[src/rtl/multicycle_pkg.sv]
// Shared definitions for the multicycle LEGv8 control FSM.
// Holds the FSM state enum, the decoded instruction classes, opcode
// constants, ALU function codes, pc_sel encodings and FLAGS bit indices.
package multicycle_pkg;

    typedef enum logic [2:0] {
        S_IDLE,
        S_DECODE,
        S_EXEC,
        S_MEM,
        S_WB
    } state_e;

    typedef enum logic [2:0] {
        C_ALU,
        C_LOAD,
        C_STORE,
        C_B,
        C_BGT,
        C_BR,
        C_NOP,
        C_ILL
    } iclass_e;

    // 11-bit opcodes, instr[31:21]
    localparam logic [10:0] OP_ADD    = 11'h458;
    localparam logic [10:0] OP_SUB    = 11'h658;
    localparam logic [10:0] OP_AND    = 11'h450;
    localparam logic [10:0] OP_ORR    = 11'h550;
    localparam logic [10:0] OP_EOR    = 11'h650;
    localparam logic [10:0] OP_LSL    = 11'h69B;
    localparam logic [10:0] OP_LDURSW = 11'h5C4;
    localparam logic [10:0] OP_STURW  = 11'h5C0;
    localparam logic [10:0] OP_BR     = 11'h6B0;

    // Prefix-decoded branches
    localparam logic [5:0]  B_PFX     = 6'b000101;   // instr[31:26]
    localparam logic [7:0]  BGT_PFX   = 8'b01010100; // instr[31:24]
    localparam logic [4:0]  COND_GT   = 5'h0C;       // instr[4:0]

    // ALU function select
    localparam logic [2:0]  ALU_PASS  = 3'b000;
    localparam logic [2:0]  ALU_ADD   = 3'b001;
    localparam logic [2:0]  ALU_SUB   = 3'b010;
    localparam logic [2:0]  ALU_AND   = 3'b011;
    localparam logic [2:0]  ALU_ORR   = 3'b100;
    localparam logic [2:0]  ALU_EOR   = 3'b101;
    localparam logic [2:0]  ALU_LSL   = 3'b110;

    // PC update source
    localparam logic [1:0]  PC_SEQ    = 2'd0; // PC + 4
    localparam logic [1:0]  PC_REL    = 2'd1; // PC + branch_offset
    localparam logic [1:0]  PC_REG    = 2'd2; // register (read1 data)

    // FLAGS = {N,Z,V,C}
    localparam int FLAG_N = 3;
    localparam int FLAG_Z = 2;
    localparam int FLAG_V = 1;
    localparam int FLAG_C = 0;

endpackage

[src/rtl/multicycle_control_instr_field_decode.sv]
// Combinational instruction field decoder.
// Ports:
//   instr_i          32-bit instruction word
//   cls_o            instruction class (ALU, load, store, branch kinds, NOP, illegal)
//   alu_fn_o         ALU function for ALU ops; ADD for address generation
//   constant_o       zero-extended shamt, or sign-extended DT_address for load/store
//   branch_offset_o  sign-extended imm26 (B) or imm19 (BGT), shifted left by 2
//   illegal_o        opcode is not decodable
module instr_field_decode
    import multicycle_pkg::*;
#(
    parameter int DATA_W = 32
) (
    input  logic [31:0]       instr_i,
    output iclass_e           cls_o,
    output logic [2:0]        alu_fn_o,
    output logic [DATA_W-1:0] constant_o,
    output logic [DATA_W-1:0] branch_offset_o,
    output logic              illegal_o
);

    logic [10:0] op;
    assign op = instr_i[31:21];

    always_comb begin
        cls_o    = C_ILL;
        alu_fn_o = ALU_PASS;
        if (instr_i == '0) begin
            cls_o = C_NOP;
        end else begin
            case (op)
                OP_ADD:    begin cls_o = C_ALU;   alu_fn_o = ALU_ADD; end
                OP_SUB:    begin cls_o = C_ALU;   alu_fn_o = ALU_SUB; end
                OP_AND:    begin cls_o = C_ALU;   alu_fn_o = ALU_AND; end
                OP_ORR:    begin cls_o = C_ALU;   alu_fn_o = ALU_ORR; end
                OP_EOR:    begin cls_o = C_ALU;   alu_fn_o = ALU_EOR; end
                OP_LSL:    begin cls_o = C_ALU;   alu_fn_o = ALU_LSL; end
                OP_LDURSW: begin cls_o = C_LOAD;  alu_fn_o = ALU_ADD; end
                OP_STURW:  begin cls_o = C_STORE; alu_fn_o = ALU_ADD; end
                OP_BR:     begin cls_o = C_BR; end
                default: begin
                    // Prefix decodes cannot alias any 11-bit opcode above.
                    if (instr_i[31:26] == B_PFX)
                        cls_o = C_B;
                    else if (instr_i[31:24] == BGT_PFX && instr_i[4:0] == COND_GT)
                        cls_o = C_BGT;
                end
            endcase
        end

        if (cls_o == C_LOAD || cls_o == C_STORE)
            constant_o = {{(DATA_W-9){instr_i[20]}}, instr_i[20:12]};
        else
            constant_o = {{(DATA_W-6){1'b0}}, instr_i[15:10]};

        if (cls_o == C_B)
            branch_offset_o = {{(DATA_W-28){instr_i[25]}}, instr_i[25:0], 2'b00};
        else if (cls_o == C_BGT)
            branch_offset_o = {{(DATA_W-21){instr_i[23]}}, instr_i[23:5], 2'b00};
        else
            branch_offset_o = '0;
    end

    assign illegal_o = (cls_o == C_ILL);

endmodule

[src/rtl/multicycle_control.sv]
// Multicycle LEGv8 control FSM: latches one instruction and sequences
// DECODE, EXEC, MEM and WB, driving regfile/ALU/SRAM/PC controls.
// Every output is a register loaded on the edge that enters the cycle in
// which it is meant to act, so strobes line up with the FSM state they
// belong to (branch pc_en lands in the cycle after EXEC).
// Ports:
//   clk_i, reset_i        clock, synchronous active-high reset
//   instr_i/instr_valid_i instruction offer; instr_ack_o pulses on latch
//   FLAGS_i               {N,Z,V,C}, sampled in EXEC for BGT
//   mem_ready_i           SRAM access complete
//   read1/read2/write_addr_o, write_en_o   register file controls
//   alu_function_o, Bselect_o, constant_o ALU / Bus-B controls
//   Dselect_o, SRAM_CS_o, SRAM_write_o, writeToSRAM_o  memory path controls
//   pc_en_o, pc_sel_o, branch_offset_o     PC update command
//   illegal_o, mem_err_o                   one-cycle error pulses
module multicycle_control
    import multicycle_pkg::*;
#(
    parameter int DATA_W      = 32,
    parameter int REG_AW      = 5,
    parameter int MEM_TIMEOUT = 15
) (
    input  logic              clk_i,
    input  logic              reset_i,
    input  logic [31:0]       instr_i,
    input  logic              instr_valid_i,
    output logic              instr_ack_o,
    input  logic [3:0]        FLAGS_i,
    input  logic              mem_ready_i,
    output logic [REG_AW-1:0] read1_addr_o,
    output logic [REG_AW-1:0] read2_addr_o,
    output logic [REG_AW-1:0] write_addr_o,
    output logic              write_en_o,
    output logic [2:0]        alu_function_o,
    output logic              Bselect_o,
    output logic [DATA_W-1:0] constant_o,
    output logic              Dselect_o,
    output logic              SRAM_CS_o,
    output logic              SRAM_write_o,
    output logic              writeToSRAM_o,
    output logic              pc_en_o,
    output logic [1:0]        pc_sel_o,
    output logic [DATA_W-1:0] branch_offset_o,
    output logic              illegal_o,
    output logic              mem_err_o
);

    localparam int CW = $clog2(MEM_TIMEOUT + 1);

    state_e            state_q, state_d;
    logic [31:0]       instr_q, instr_d;
    logic [CW-1:0]     cnt_q, cnt_d, cnt_inc;

    logic              ack_q, ack_d;
    logic [REG_AW-1:0] r1_q, r1_d, r2_q, r2_d, wa_q, wa_d;
    logic              we_q, we_d;
    logic [2:0]        alu_q, alu_d;
    logic              bsel_q, bsel_d;
    logic [DATA_W-1:0] const_q, const_d, boff_q, boff_d;
    logic              dsel_q, dsel_d;
    logic              cs_q, cs_d, sw_q, sw_d, wts_q, wts_d;
    logic              pc_en_q, pc_en_d;
    logic [1:0]        pc_sel_q, pc_sel_d;
    logic              ill_q, ill_d, merr_q, merr_d;

    // In IDLE the decoder looks at the offered word so DECODE-cycle
    // outputs can be registered on the accepting edge.
    logic [31:0]       dec_instr;
    iclass_e           dec_cls;
    logic [2:0]        dec_alu;
    logic [DATA_W-1:0] dec_const, dec_boff;
    logic              dec_ill;
    logic              is_store, bgt_taken;

    assign dec_instr = (state_q == S_IDLE) ? instr_i : instr_q;

    instr_field_decode #(.DATA_W(DATA_W)) u_dec (
        .instr_i         (dec_instr),
        .cls_o           (dec_cls),
        .alu_fn_o        (dec_alu),
        .constant_o      (dec_const),
        .branch_offset_o (dec_boff),
        .illegal_o       (dec_ill)
    );

    assign is_store  = (dec_cls == C_STORE);
    assign bgt_taken = !FLAGS_i[FLAG_Z] && (FLAGS_i[FLAG_N] == FLAGS_i[FLAG_V]);
    assign cnt_inc   = cnt_q + CW'(1);

    always_comb begin
        state_d  = state_q;
        instr_d  = instr_q;
        cnt_d    = '0;
        // strobes default low
        ack_d    = 1'b0;
        we_d     = 1'b0;
        pc_en_d  = 1'b0;
        pc_sel_d = PC_SEQ;
        ill_d    = 1'b0;
        merr_d   = 1'b0;
        cs_d     = 1'b0;
        sw_d     = 1'b0;
        wts_d    = 1'b0;
        dsel_d   = 1'b0;
        // datapath selects hold so the ALU result stays valid through WB
        r1_d     = r1_q;
        r2_d     = r2_q;
        wa_d     = wa_q;
        const_d  = const_q;
        boff_d   = boff_q;
        alu_d    = alu_q;
        bsel_d   = bsel_q;

        unique case (state_q)
            S_IDLE: begin
                if (instr_valid_i) begin
                    state_d = S_DECODE;
                    instr_d = instr_i;
                    ack_d   = 1'b1;
                    r1_d    = instr_i[9:5];
                    r2_d    = is_store ? instr_i[4:0] : instr_i[20:16];
                    wa_d    = instr_i[4:0];
                    const_d = dec_const;
                    boff_d  = dec_boff;
                    alu_d   = ALU_PASS;
                    bsel_d  = 1'b0;
                end
            end
            S_DECODE: begin
                state_d = S_EXEC;
                alu_d   = dec_alu;
                bsel_d  = (dec_cls == C_LOAD) || is_store ||
                          (dec_cls == C_ALU && dec_alu == ALU_LSL);
            end
            S_EXEC: begin
                state_d = S_IDLE;
                unique case (dec_cls)
                    C_ALU: begin
                        state_d = S_WB;
                        we_d    = 1'b1;
                        pc_en_d = 1'b1;
                    end
                    C_LOAD, C_STORE: begin
                        state_d = S_MEM;
                        cs_d    = 1'b1;
                        sw_d    = is_store;
                        wts_d   = is_store;
                        dsel_d  = !is_store;
                    end
                    C_B:   begin pc_en_d = 1'b1; pc_sel_d = PC_REL; end
                    C_BGT: begin pc_en_d = 1'b1; pc_sel_d = bgt_taken ? PC_REL : PC_SEQ; end
                    C_BR:  begin pc_en_d = 1'b1; pc_sel_d = PC_REG; end
                    default: begin
                        pc_en_d = 1'b1;
                        ill_d   = dec_ill;
                    end
                endcase
            end
            S_MEM: begin
                // ready wins over a coinciding timeout
                if (mem_ready_i) begin
                    pc_en_d = 1'b1;
                    if (is_store) begin
                        state_d = S_IDLE;
                    end else begin
                        state_d = S_WB;
                        we_d    = 1'b1;
                        dsel_d  = 1'b1;
                    end
                end else if (cnt_inc == CW'(MEM_TIMEOUT)) begin
                    state_d = S_IDLE;
                    merr_d  = 1'b1;
                    pc_en_d = 1'b1;
                end else begin
                    cnt_d   = cnt_inc;
                    cs_d    = 1'b1;
                    sw_d    = is_store;
                    wts_d   = is_store;
                    dsel_d  = !is_store;
                end
            end
            S_WB: begin
                state_d = S_IDLE;
            end
            default: state_d = S_IDLE;
        endcase
    end

    always_ff @(posedge clk_i) begin
        if (reset_i) begin
            state_q  <= S_IDLE;
            instr_q  <= '0;
            cnt_q    <= '0;
            ack_q    <= 1'b0;
            r1_q     <= '0;
            r2_q     <= '0;
            wa_q     <= '0;
            we_q     <= 1'b0;
            alu_q    <= '0;
            bsel_q   <= 1'b0;
            const_q  <= '0;
            boff_q   <= '0;
            dsel_q   <= 1'b0;
            cs_q     <= 1'b0;
            sw_q     <= 1'b0;
            wts_q    <= 1'b0;
            pc_en_q  <= 1'b0;
            pc_sel_q <= '0;
            ill_q    <= 1'b0;
            merr_q   <= 1'b0;
        end else begin
            state_q  <= state_d;
            instr_q  <= instr_d;
            cnt_q    <= cnt_d;
            ack_q    <= ack_d;
            r1_q     <= r1_d;
            r2_q     <= r2_d;
            wa_q     <= wa_d;
            we_q     <= we_d;
            alu_q    <= alu_d;
            bsel_q   <= bsel_d;
            const_q  <= const_d;
            boff_q   <= boff_d;
            dsel_q   <= dsel_d;
            cs_q     <= cs_d;
            sw_q     <= sw_d;
            wts_q    <= wts_d;
            pc_en_q  <= pc_en_d;
            pc_sel_q <= pc_sel_d;
            ill_q    <= ill_d;
            merr_q   <= merr_d;
        end
    end

    assign instr_ack_o     = ack_q;
    assign read1_addr_o    = r1_q;
    assign read2_addr_o    = r2_q;
    assign write_addr_o    = wa_q;
    assign write_en_o      = we_q;
    assign alu_function_o  = alu_q;
    assign Bselect_o       = bsel_q;
    assign constant_o      = const_q;
    assign branch_offset_o = boff_q;
    assign Dselect_o       = dsel_q;
    assign SRAM_CS_o       = cs_q;
    assign SRAM_write_o    = sw_q;
    assign writeToSRAM_o   = wts_q;
    assign pc_en_o         = pc_en_q;
    assign pc_sel_o        = pc_sel_q;
    assign illegal_o       = ill_q;
    assign mem_err_o       = merr_q;

endmodule

[config.mk]
export PLATFORM = sky130hd
export DESIGN_NAME = multicycle_control
export DESIGN_NICKNAME = d
export VERILOG_FILES = /design/src/rtl/multicycle_pkg.sv /design/src/rtl/multicycle_control_instr_field_decode.sv /design/src/rtl/multicycle_control.sv
export SDC_FILE = /design/constraint.sdc
export NUM_CORES = 1
export LEC_CHECK = 0
export CAP_MARGIN = 0
export CORE_MARGIN = 2
export CORE_UTILIZATION = 35
export CTS_CLUSTER_SIZE = 20
export DETAILED_ROUTE_END_ITERATION = 7
export GPL_ROUTABILITY_DRIVEN = 0
export SLEW_MARGIN = 20
export SYNTH_ARGS = -nofsm -noshare
export SYNTH_HDL_FRONTEND = slang
export SYNTH_HIERARCHICAL = 1
export SYNTH_SLANG_ARGS = --single-unit
[constraint.sdc]
create_clock -name clk_i -period 3.5 [get_ports clk_i]
set_input_delay 0.35 -clock clk_i [delete_from_list [all_inputs] [get_ports clk_i]]
set_output_delay 0.35 -clock clk_i [all_outputs]
set_load 0.02 [all_outputs]
Fig. 1: run 1, close-up of the layout
Region (54, 54) to (79, 79) um. Cells in grey, sequential cells in the stronger grey; small squares are vias.
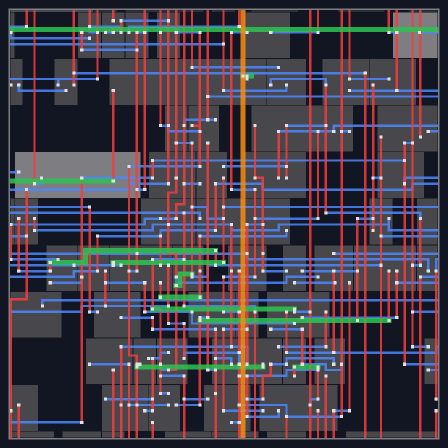
Key: M2 = red; M1 = blue; M3 = green; M4 = orange
Sequential cells in the window: 1. Most frequent: nand2_1 (9), buf_4 (8), nand3_1 (5). 46 logic cells have their middle in the window. Netlist names of flops here include `branch_offset_o` (1).

Fig. 2: run 1, M2 wires
(3 px per um)
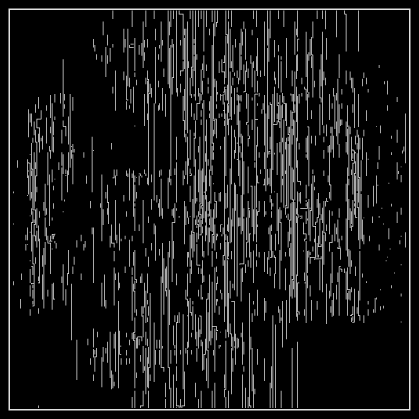
The wires run mostly vertical. 695 nets have wire on it. The longest straight run is 43.5 um.

==> Table 3: Implementation characteristics, run 1 <==
Physical implementation characteristics

Parameter                              Value

Job
  Max-cap violation count .................. 0

Die
  Num ports .................. 134
  Standard cell core area .................. 0.0164 sq mm
  Die Area .................. 0.0177 sq mm

CTS
  Clock root buffer .................. sky130_fd_sc_hd__clkbuf_16
  TritonCTS clock tree .................. done

Logic synthesis
  Warning count from the yosys run .................. 6
  Number of synthesized register bits .................. 122
  Main synth FF type .................. sky130_fd_sc_hd__dfxtp_1
  AND/OR/NAND/NOR Cells, Area Fraction .................. 0.241
  Post-synthesis instance total .................. 727
  Unique cell type count in the Yosys netlist .................. 51
  Sequential cell area fraction in the yosys report .................. 0.420
  FA/HA/MAJ Cells, Area Fraction .................. 0.00430
  Portion of netlist area occupied by mux cells .................. 0.0821
  Count of library flops with an enable pin .................. 0

Route
  Vias post-DR .................. 5275
  Pre-Repair DR Iteration Count .................. 5
  Metal1 wirelength .................. 7.60 mm
  Violation count after the first detailed-route iteration .................. 331

Place
  Total cell area at the placement stage .................. 0.00716 sq mm
  HPWL after detailed placement .................. 11.0 mm

GRT
  Global-route wire length before repair .................. 25.3 mm
  Antenna violations before repair .................. 0
  Total global-route track usage .................. 0.181

Final timing
  Post-route fraction of the period consumed by the critical path .................. 0.962
  Slew @ Worst Pin .................. 0.742 ns

Power
  Proportion of power drawn by the clock network .................. 0.431
  Sequential cell power .................. 1.47 mW
  Sw Ratio .................. 0.270
  Max IR drop VDD .................. 0.000314 V
  Total power per unit cell area .................. 476 mW/mm^2

Status
  Status .................. finished clean

Worst setup path
  Maximum fanout along the worst path .................. 15
  Longest individual stage delay on the worst path .................. 0.55 ns
  Critical-path cell list .................. nor3_4 -> buf_12 -> buf_4 -> mux2_2 -> or4_1 -> o32a_1 -> nand3_1 -> nand3b_1 -> xnor2_1 -> or4_1 -> a31oi_1

Hold path
  Worst min-delay path class .................. reg2reg

Finish
  Most common cell after layout, fill and taps aside .................. sky130_fd_sc_hd__nand2_1
Fig. 3: run 1, cells by drive strength
(4 px per um)
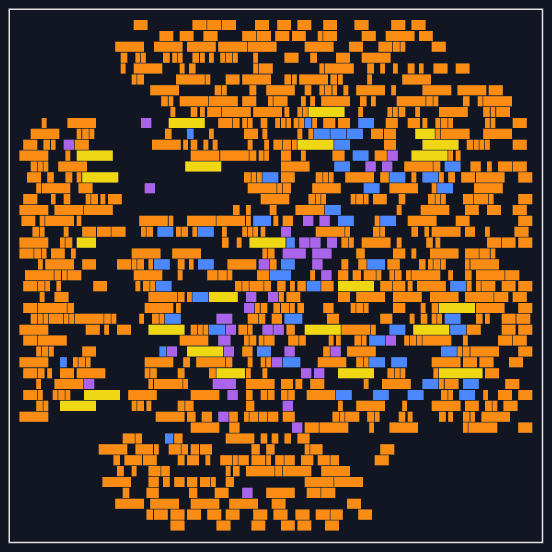
Key: x3 and x4 = purple [cells 40, share 4.8%]; x6 and larger = yellow [cells 23, share 2.7%]; x1 and smaller = orange [cells 722, share 86%]; x2 = blue [cells 52, share 6.2%]

## run 1: flip-flops by register name, indices dropped and copies added (netlist names), 2 cells and up
register	count
constant_o	32
cnt_q	4
instr_q	32
branch_offset_o	32
alu_function_o	3
pc_sel_o	2
read2_addr_o	5
state_q	3
## run 1: area by class of cell
class / count / area, sq um
clock inverters: 8 / 72.6
clock buffers: 22 / 464
well taps: 220 / 275
fillers: 1622 / 8620
repair buffers: 166 / 1620
multi-input cells: 514 / 2900
flip-flops and latches: 122 / 2440
inverters: 5 / 18.8
## run 1: final timing paths
| kind | from | end | depth (start not counted) |
|---|---|---|---|
| max reg2reg | state_q[1]$_SDFFE_PP0P_ | state_q[1]$_SDFFE_PP0P_ | 11 |
| min | instr_q[28]$_SDFFE_PP0P_ | instr_q[28]$_SDFFE_PP0P_ | 2 |
| min reg2reg | instr_q[28]$_SDFFE_PP0P_ | instr_q[28]$_SDFFE_PP0P_ | 2 |
| max | state_q[1]$_SDFFE_PP0P_ | state_q[1]$_SDFFE_PP0P_ | 11 |
## run 1: timing repair
item / 4_1_cts / 5_1_grt
buffers inserted: 0 / 3
setup endpoints to repair: 5 / 11
endpoints found under the hold margin: 0 / 0
gates cloned: 0 / 1
hold buffers: 0 / 0
resized: 1 / 6
pin swaps: 0 / 2
## run 1: through the flow
step           hold WS (ns)   util
5_1_grt               0.469  0.475
6_report              0.451  0.475
2_1_floorplan         0.434      -
3_3_place_gp          0.439  0.437
4_1_cts               0.451  0.470
3_5_place_dp          0.444  0.437
## run 1: cell families (layout without fill, tap and decap cells)
family | after synthesis | in the layout
simple gates | 312 | 312
compound gates | 150 | 150
flops | 122 | 122
buf+inv | 92 | 201
mux | 43 | 43
xor+xnor | 5 | 5
fa+ha+maj | 2 | 2
other cells | 1 | 2
## Run 2: what changed since run 1
--- a/config.mk
+++ b/config.mk
@@ -6,6 +6,7 @@
 export NUM_CORES = 1
 export LEC_CHECK = 0
 export CAP_MARGIN = 0
+export CORE_ASPECT_RATIO = 1.2
 export CORE_MARGIN = 2
 export CORE_UTILIZATION = 35
 export CTS_CLUSTER_SIZE = 20
@@ -16,3 +17,4 @@
 export SYNTH_HDL_FRONTEND = slang
 export SYNTH_HIERARCHICAL = 1
 export SYNTH_SLANG_ARGS = --single-unit
+export TNS_END_PERCENT = 50
==> run 2 against run 1 <==
Die area about the same. Global-route usage increased by 0.39 points. Highest routed layer unchanged. Area after synthesis unchanged. Clock skew decreased by 0.0030 ns.
==> Table 3: Implementation characteristics, run 2 <==
Physical implementation characteristics

Parameter                              Value

GRT
  Total global-route track usage .................. 0.185
  Global-route wire length before repair .................. 25.7 mm
  Antenna violations before repair .................. 0

Power
  Sw Ratio .................. 0.261
  Sequential cell power .................. 1.47 mW
  Max IR drop VDD .................. 0.000282 V

Die
  Standard cell core area .................. 0.0163 sq mm
  Num ports .................. 134
  Die Area .................. 0.0177 sq mm
  Number of well-tap cells placed .................. 212

Finish
  Number of clock buffer instances in the layout .................. 24
  Non-clock inverter instance count of the final layout .................. 5
  Clock Network Area Fraction .................. 0.0746
  Most common cell after layout, fill and taps aside .................. sky130_fd_sc_hd__nand2_1
  Number of buffers other than clock buffers in the final layout .................. 168
  Register Area .................. 0.00244 sq mm
  End-of-flow core utilization .................. 0.486
  Multi-input logic cell count .................. 514
  Max-area cell class .................. multi-input combinational cells
  Logic cell area .................. 0.00294 sq mm
  Share of cell area taken by flip-flops and latches .................. 0.309
  FFs & Latches .................. 122
  Area share of buffers outside the clock network .................. 0.208

Job
  Max-cap violation count .................. 0

Route
  Vias post-DR .................. 5274
  Pre-Repair DR Iteration Count .................. 5
  Violation count after the first detailed-route iteration .................. 429
  Metal1 wirelength .................. 7.30 mm

Worst setup path
  RR Endpoint .................. Dselect_o$_SDFF_PP0_
  Worst Reg-to-Reg Cells .................. 13
  CP Launch Point .................. state_q[1]$_SDFFE_PP0P_
  Maximum fanout along the worst path .................. 14
  Startpoint of the worst register-to-register path .................. state_q[1]$_SDFFE_PP0P_
  CP Capture Point .................. Dselect_o$_SDFF_PP0_
  Longest individual stage delay on the worst path .................. 0.52 ns
  Critical-path cell list .................. nor3_4 -> buf_12 -> buf_12 -> mux2_2 -> or4_4 -> o32a_1 -> nand3_1 -> nand3b_1 -> nor3b_4 -> clkdlybuf4s15_2 -> a311oi_1 -> nand2_1 -> a21oi_1

Logic synthesis
  Sequential cell area fraction in the yosys report .................. 0.420
  Post-synthesis instance total .................. 727
  Number of synthesized register bits .................. 122
  Warning count from the yosys run .................. 6

Status
  Status .................. finished clean

Place
  HPWL after detailed placement .................. 11.1 mm
  Total cell area at the placement stage .................. 0.00719 sq mm

Final timing
  Slew @ Worst Pin .................. 0.703 ns
  Hold slack final .................. 0.380 ns
  Post-route fraction of the period consumed by the critical path .................. 0.978

CTS
  Clock root buffer .................. sky130_fd_sc_hd__clkbuf_16

Hold path
  Worst min-delay path class .................. in2reg
[run 2: cell count changes in the layout (fill, tap and decap cells not counted), moves of 2 or more]
cell                         previous run  this run
sky130_fd_sc_hd__clkinvlp_4             3         1
sky130_fd_sc_hd__bufinv_16              1         3
sky130_fd_sc_hd__buf_12                 2         4
sky130_fd_sc_hd__clkbuf_1               3         5
sky130_fd_sc_hd__mux2_2                38        36
sky130_fd_sc_hd__mux2_4                 0         2
[run 2: worst min path at each step]
stage	cells past startpoint	endpoint	startpoint	slack (ns)
2_1_floorplan	2	instr_q[10]$_SDFFE_PP0P_	instr_q[10]$_SDFFE_PP0P_	0.43
3_3_place_gp	2	instr_q[23]$_SDFFE_PP0P_	instr_q[23]$_SDFFE_PP0P_	0.44
3_5_place_dp	2	instr_q[27]$_SDFFE_PP0P_	instr_q[27]$_SDFFE_PP0P_	0.44
4_1_cts	2	instr_q[18]$_SDFFE_PP0P_	reset_i	0.37
5_1_grt	2	instr_q[18]$_SDFFE_PP0P_	reset_i	0.39
6_report	2	instr_q[18]$_SDFFE_PP0P_	reset_i	0.38
[run 2: what timing repair did]
action,4_1_cts,5_1_grt
hold buffers,0,0
setup endpoints to repair,0,14
gates resized,0,15
setup buffers,0,4
[run 2: cell families after synthesis]
| group | synth area share |
|---|---|
| AOI/OAI and AO/OA | 0.152 |
| xor gates and xnor gates | 0.00752 |
| adders and majority gates | 0.00430 |
| buffers and inverters | 0.0926 |
| DFF | 0.420 |
| muxes | 0.0821 |
| other | 0.000644 |
| and+or+nand+nor | 0.241 |
[run 2: worst max-delay path: cells and delay by family, from the launching register on]
kind / cells / cell delay [ns]
buf+inv: 3 / 0.58
simple gates: 6 / 1.37
flops: 1 / 0.33
compound gates: 3 / 0.71
mux: 1 / 0.36
Fig. 4: run 2, close-up of the layout
Region (48, 60) to (73, 85) um. Cells in grey, sequential cells in the stronger grey; small squares are vias.
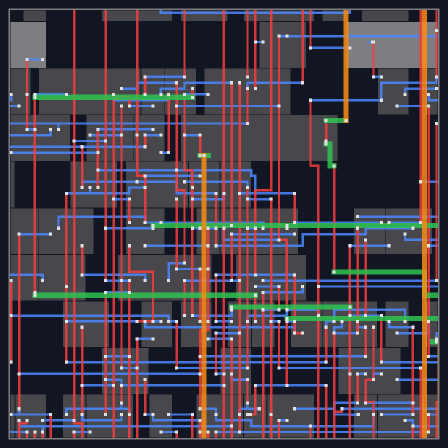
Key: M3 = green; M4 = orange; M1 = blue; M2 = red
49 logic cells have their middle in the window. Most frequent: nand2_1 (9), buf_4 (7), nor3_1 (5). Netlist names of flops here include `instr_q` (1). Sequential cells in the window: 1.

Power and IR drop assume default switching activity.
